File: src/rtl/wbm_cmd_master.sv
// ---------------------------------------------------------------------------
// wbm_cmd_master
//
// Single-beat Wishbone classic initiator. Converts a valid/ready command
// stream into one Wishbone read or write cycle at a time and returns the
// result on a valid/ready response stream. Completed transactions are
// counted for bandwidth debug.
//
// Optional feature (compile-time macro):
//   WBM_TIMEOUT_EN  - abort a bus cycle with rsp_err=1 when no ack arrives
//                     within TIMEOUT cycles. Undefined: wait for ack forever.
//
// Ports:
//   wb_clk_i, wb_rst_i          clock, synchronous active-high reset
//   cmd_valid/cmd_ready         command handshake
//   cmd_we/adr/dat/sel          command fields (write flag, address, data, byte selects)
//   rsp_valid/rsp_ready         response handshake
//   rsp_dat, rsp_err            read data (0 for writes/errors), timeout flag
//   wbm_cyc_o/stb_o/we_o        Wishbone control
//   wbm_adr_o/dat_o/sel_o       Wishbone address, write data, byte selects
//   wbm_dat_i, wbm_ack_i        Wishbone read data and acknowledge
//   txn_count                   completed transactions (ack or timeout), wraps
// ---------------------------------------------------------------------------
module wbm_cmd_master #(
    parameter int ADDR_W  = 32,
    parameter int DATA_W  = 32,
    parameter int TIMEOUT = 255
) (
    input  logic                wb_clk_i,
    input  logic                wb_rst_i,

    input  logic                cmd_valid,
    output logic                cmd_ready,
    input  logic                cmd_we,
    input  logic [ADDR_W-1:0]   cmd_adr,
    input  logic [DATA_W-1:0]   cmd_dat,
    input  logic [DATA_W/8-1:0] cmd_sel,

    output logic                rsp_valid,
    input  logic                rsp_ready,
    output logic [DATA_W-1:0]   rsp_dat,
    output logic                rsp_err,

    output logic                wbm_cyc_o,
    output logic                wbm_stb_o,
    output logic                wbm_we_o,
    output logic [ADDR_W-1:0]   wbm_adr_o,
    output logic [DATA_W-1:0]   wbm_dat_o,
    output logic [DATA_W/8-1:0] wbm_sel_o,
    input  logic [DATA_W-1:0]   wbm_dat_i,
    input  logic                wbm_ack_i,

    output logic [15:0]         txn_count
);

    typedef enum logic [1:0] {
        IDLE = 2'd0,
        BUS  = 2'd1,
        RESP = 2'd2
    } state_t;

    state_t state, state_nxt;

    logic accept;   // command taken this cycle
    logic ack_bus;  // ack that counts: only while the cycle is on the bus
    logic to_hit;   // no ack and the wait budget is exhausted
    logic done;     // bus cycle finishes at this edge (ack or timeout)

    assign accept  = (state == IDLE) && cmd_valid;
    assign ack_bus = (state == BUS) && wbm_ack_i;
    assign done    = ack_bus || to_hit;

`ifdef WBM_TIMEOUT_EN
    // At least 8 bits, wider when TIMEOUT needs it.
    localparam int TO_W = ($clog2(TIMEOUT + 1) > 8) ? $clog2(TIMEOUT + 1) : 8;

    logic [TO_W-1:0] to_cnt;

    // The counter holds the number of ack-less BUS cycles already completed,
    // so this edge would make it reach TIMEOUT when it sits at TIMEOUT-1.
    // An ack in the same cycle takes priority.
    assign to_hit = (state == BUS) && !wbm_ack_i && (to_cnt == TO_W'(TIMEOUT - 1));

    // Held at zero outside BUS, so it is clear on every BUS entry.
    always_ff @(posedge wb_clk_i) begin
        if (wb_rst_i || (state != BUS)) begin
            to_cnt <= '0;
        end else if (!wbm_ack_i) begin
            to_cnt <= to_cnt + 1'b1;
        end
    end
`else
    assign to_hit = 1'b0;
`endif

    // State register.
    // NOTE: sequential state uses non-blocking assignments so every flop
    // samples pre-edge values regardless of process evaluation order.
    always_ff @(posedge wb_clk_i) begin
        if (wb_rst_i) begin
            state <= IDLE;
        end else begin
            state <= state_nxt;
        end
    end

    // Next-state logic.
    // NOTE: the default assignment first keeps every path driven, so no
    // latch is inferred.
    always_comb begin
        state_nxt = state;
        unique case (state)
            IDLE:    if (cmd_valid) state_nxt = BUS;
            BUS:     if (done)      state_nxt = RESP;
            RESP:    if (rsp_ready) state_nxt = IDLE;
            default:                state_nxt = IDLE;
        endcase
    end

    // Outputs decoded from the registered state: cyc/stb rise the cycle after
    // accept and fall at the completing edge; reset drops them at once.
    always_comb begin
        cmd_ready = (state == IDLE);
        wbm_cyc_o = (state == BUS);
        wbm_stb_o = (state == BUS);
        rsp_valid = (state == RESP);
    end

    // Bus request fields, response and transaction counter. Request fields
    // only load on accept, so they keep their last values after the cycle.
    always_ff @(posedge wb_clk_i) begin
        if (wb_rst_i) begin
            wbm_we_o  <= 1'b0;
            wbm_adr_o <= '0;
            wbm_dat_o <= '0;
            wbm_sel_o <= '0;
            rsp_dat   <= '0;
            rsp_err   <= 1'b0;
            txn_count <= '0;
        end else begin
            if (accept) begin
                wbm_we_o  <= cmd_we;
                wbm_adr_o <= cmd_adr;
                wbm_dat_o <= cmd_dat;
                wbm_sel_o <= cmd_sel;
            end
            if (done) begin
                // Data only for an acked read; writes and timeouts return 0.
                rsp_dat   <= (ack_bus && !wbm_we_o) ? wbm_dat_i : '0;
                rsp_err   <= !ack_bus;
                txn_count <= txn_count + 16'd1;
            end
        end
    end

endmodule

File: config.mk
export PLATFORM = sky130hd
export DESIGN_NAME = wbm_cmd_master
export DESIGN_NICKNAME = d
export VERILOG_FILES = /design/src/rtl/wbm_cmd_master.sv
export SDC_FILE = /design/constraint.sdc
export NUM_CORES = 1
export LEC_CHECK = 0
export ABC_AREA = 1
export ABC_CLOCK_PERIOD_IN_PS = 1700
export CAP_MARGIN = 15
export CORE_ASPECT_RATIO = 0.5
export CORE_MARGIN = 1.5
export CORE_UTILIZATION = 40
export DETAILED_ROUTE_END_ITERATION = 7
export HOLD_SLACK_MARGIN = 0.02
export PLACE_DENSITY = 0.8
export SYNTH_ARGS = -nofsm -noshare
export SYNTH_HDL_FRONTEND = slang
export SYNTH_SLANG_ARGS = --single-unit
File: constraint.sdc
create_clock -name wb_clk_i -period 1.7 [get_ports wb_clk_i]
set_input_delay 0.34 -clock wb_clk_i [delete_from_list [all_inputs] [get_ports wb_clk_i]]
set_output_delay 0.34 -clock wb_clk_i [all_outputs]
set_load 0.05 [all_outputs]
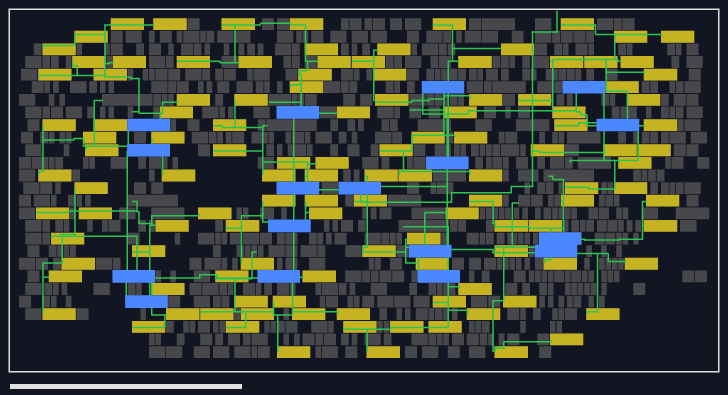
Run 1: clock network drawn from the DEF
Bar = 50 um.
[yellow] flip-flops | count: 120
[green] clock wires | length: 1550 um
[blue] clock drivers | count: 17
routed clock nets	18
flops lie	spread over the die
clock skew: 0.00677 ns
Worst-Skew Late Latency: 0.40 ns
clock power share: 0.449
clk pwr: 3.91 mW

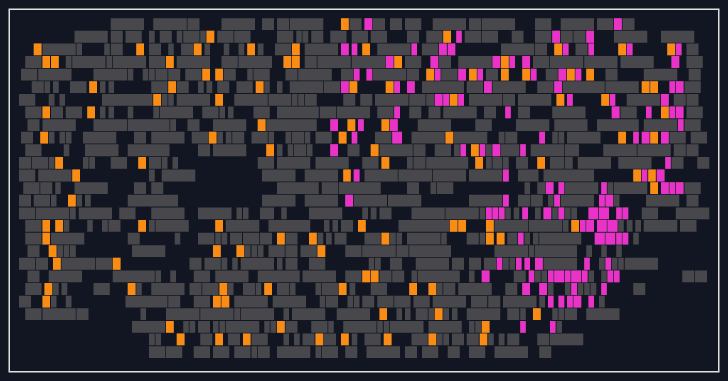
Run 1: gate families picked out
color	family	cells	most used
magenta	nand cells	123	nand2_1
orange	aoi and oai cells	112	o21ai_0
Non-Filler Instances: 970
dominant logic cell type in the layout: nor2_1
Comb/total area: 0.244

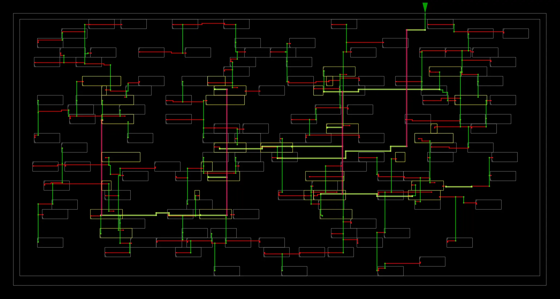
Run 1: clock routing
CLK BUF: 20
CTS Buf Count: 17
Flops: 120
Clock Sinks: 120

==> impl_metrics.yaml, run 1 <==
# yosys + openroad results
final_timing:
  finalSetupViolations: 0
  slew_violations: 0
  tightest_slew_ns: 0.387
  timing.final.ws_setup_ns: 0.123
final_layout:
  seq_share: 0.329
  nFillCells: 924
  comb.multi_input.count: 408
  clock_cell_area_share: 0.0883
synthesis:
  ys_sh_adder: 0.00279
  top_area_frac: 0.536
  synth_area_sq_um: 4480
  ys_area_sq_um: 4480
  topCombFamilyByArea: "simple AND/OR/NAND/NOR gates"
  synth_dominant_cell_count: "nor2_1"
  synth_cells: 591
  yosysWarnings: 0
  largest_area_cell: "dfxtp_1"
  ys.flop_type: "dfxtp_1"
critical_path:
  crit_chain: "inv_1, nor2_1, buf_12"
  cp.arrival_ns: 1.24
  end_kind: "primary output"
  r2r_start: "txn_count[0]"
  cp_max_fo: 3
  slowest_stage: "dfxtp_1"
  required_ns: 1.36
  setup.worst_path.end: "rsp_valid"
  start_kind: "register"
  reg2reg_to: "txn_count[6]"
place:
  place_congestion: 0.814
  dp.cells: 938
  hpwl_mm: 9.12
cts:
  clock-root-buffer: "clkbuf_16"
  cts_tree: "built"
  post_cts_buffers: 0
  cts_resized: 0
status:
  status: "complete, no violations"
hold_path:
  hold_depth: 2
  min_from: "rsp_err"
global_route:
  met3_usage: 0.0553
detailed_routing:
  dr_wl_met2_mm: 6.62
  wirelength_mm: 13.0
  initialDrtViolationCount: 293
  num_vias: 4631
power_and_ir_drop:
  netSwitchingFraction: 0.282
  comb_power_mw: 1.72
  pg_seq_mw: 3.09
  ir_worst_vdd_v: 0.000768
floorplanning:
  num_tap_cells: 145
  rows: 27
  coreArea_sq_um: 10900
==> run 1: cell families (layout without fill, tap and decap cells) <==
family | after synthesis | after routing
buffers and inverters | 63 | 297
AND-OR/OR-AND | 113 | 113
XOR/XNOR | 2 | 2
flip-flops | 120 | 120
AND/OR/NAND/NOR | 292 | 292
adder cells (fa/ha/maj) | 1 | 1
==> run 1: cells in the final DEF (no fill, tap or decap), drive strengths merged <==
master         netlist  final
nand2               73     73
nor2               168    168
o21a                 1      1
dfxtp              120    120
clkinv               1      3
buf                 20    135
nand3               42     42
ha                   1      1
bufinv               0      5
o21ai               71     71
clkinvlp             0      4
clkbuf              18     20
nor3                 1      1
clkdlybuf4s50        0    105
nand4                8      8
a21oi               41     41
xor2                 2      2
inv                 24     25
Run 1, routed metal, one color a layer:
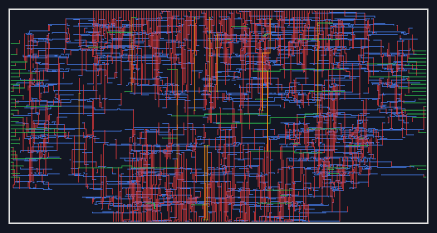

==> run 1 -> run 2 <==
HOLD_SLACK_MARGIN = not set   (was 0.02)
PLACE_DENSITY = not set   (was 0.8)
PLACE_DENSITY_LB_ADDON = 0.05   (was not set)
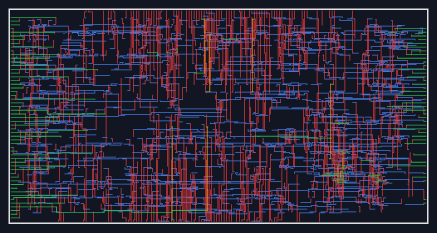
Run 2: routed metal, one color a layer
color	layer	wire length
orange	metal 4	175 um
green	metal 3	957 um
blue	metal 1	5400 um
red	metal 2	6100 um
Tot GR Track Use: 0.211
vias: 4605
DRT Wirelength: 12.6 mm
routed wire length per instance: 13.0 um

==> impl_metrics.yaml, run 2 <==
# yosys + openroad results
final_layout:
  num-clock-buffers: 21
  comb.multi_input.count: 408
  final_cell_mix: "165 x nor2_1, 127 x buf_4, 120 x dfxtp_1"
  clock_cell_area_share: 0.0887
  flops: 120
  layout_top_cell: "nor2_1"
  nFillCells: 936
  seq_share: 0.327
  stdcell_count: 971
synthesis:
  top_area_frac: 0.536
  synth_cells: 591
  synth_area_sq_um: 4480
  largest_area_cell: "dfxtp_1"
  synth_dominant_cell_count: "nor2_1"
  yosysWarnings: 0
  mux_share: 0
  ys.flop_type: "dfxtp_1"
  ys_area_sq_um: 4480
final_timing:
  fin_skew_ns: 0.0120
  setup_tns_ns: 0
  timing.final.ws_setup_ns: 0.0884
  slew_violations: 0
  finalSetupViolations: 0
  tightest_slew_ns: 0.451
cts:
  clock-root-buffer: "clkbuf_16"
  post_cts_buffers: 0
  insertion_delay_ns: 0.40
  cts_sinks: 120
place:
  dp.cells: 941
  place_congestion: 0.819
  hpwl_mm: 8.68
  dpl_cell_area_sq_um: 6690
floorplanning:
  rows: 27
  num_tap_cells: 145
power_and_ir_drop:
  netSwitchingFraction: 0.270
  p_clk_frac: 0.450
critical_path:
  required_ns: 1.36
  end_kind: "primary output"
  cp.arrival_ns: 1.27
  start_kind: "register"
  crit_chain: "nand2_1, inv_1, buf_12"
  slowest_stage: "dfxtp_1"
detailed_routing:
  initialDrtViolationCount: 229
global_route:
  met3_usage: 0.0849
status:
  status: "complete, no violations"
[run 2: path summary, 6_finish.rpt]
path              cells past startpoint         start            end  slack (ns)
hold reg to reg                       2    rsp_dat[1]     rsp_dat[1]        0.46
hold / removal                        2    rsp_dat[1]     rsp_dat[1]        0.46
setup reg to reg                      7  txn_count[0]  txn_count[12]        0.09
setup / recovery                      3      state[0]      wbm_cyc_o        0.09
[run 2: power groups by stage]
stage | logic (mW) | clock network, mW | registers [mW]
CTS | 1.72 | 4.01 | 3.09
floorplan | 0.423 | 0 | 3.76
global route | 1.82 | 4.16 | 3.11
finish | 1.71 | 3.93 | 3.09
global placement | 1.71 | 0 | 3.14
detailed placement | 1.72 | 0 | 3.15
[run 2: worst min-delay path, stage by stage, from the launching register on]
cell and delay [ns]:
dfxtp_1 0.30, nand2_1 0.06, a21oi_1 0.05
Power is estimated from default activity; no workload was simulated.
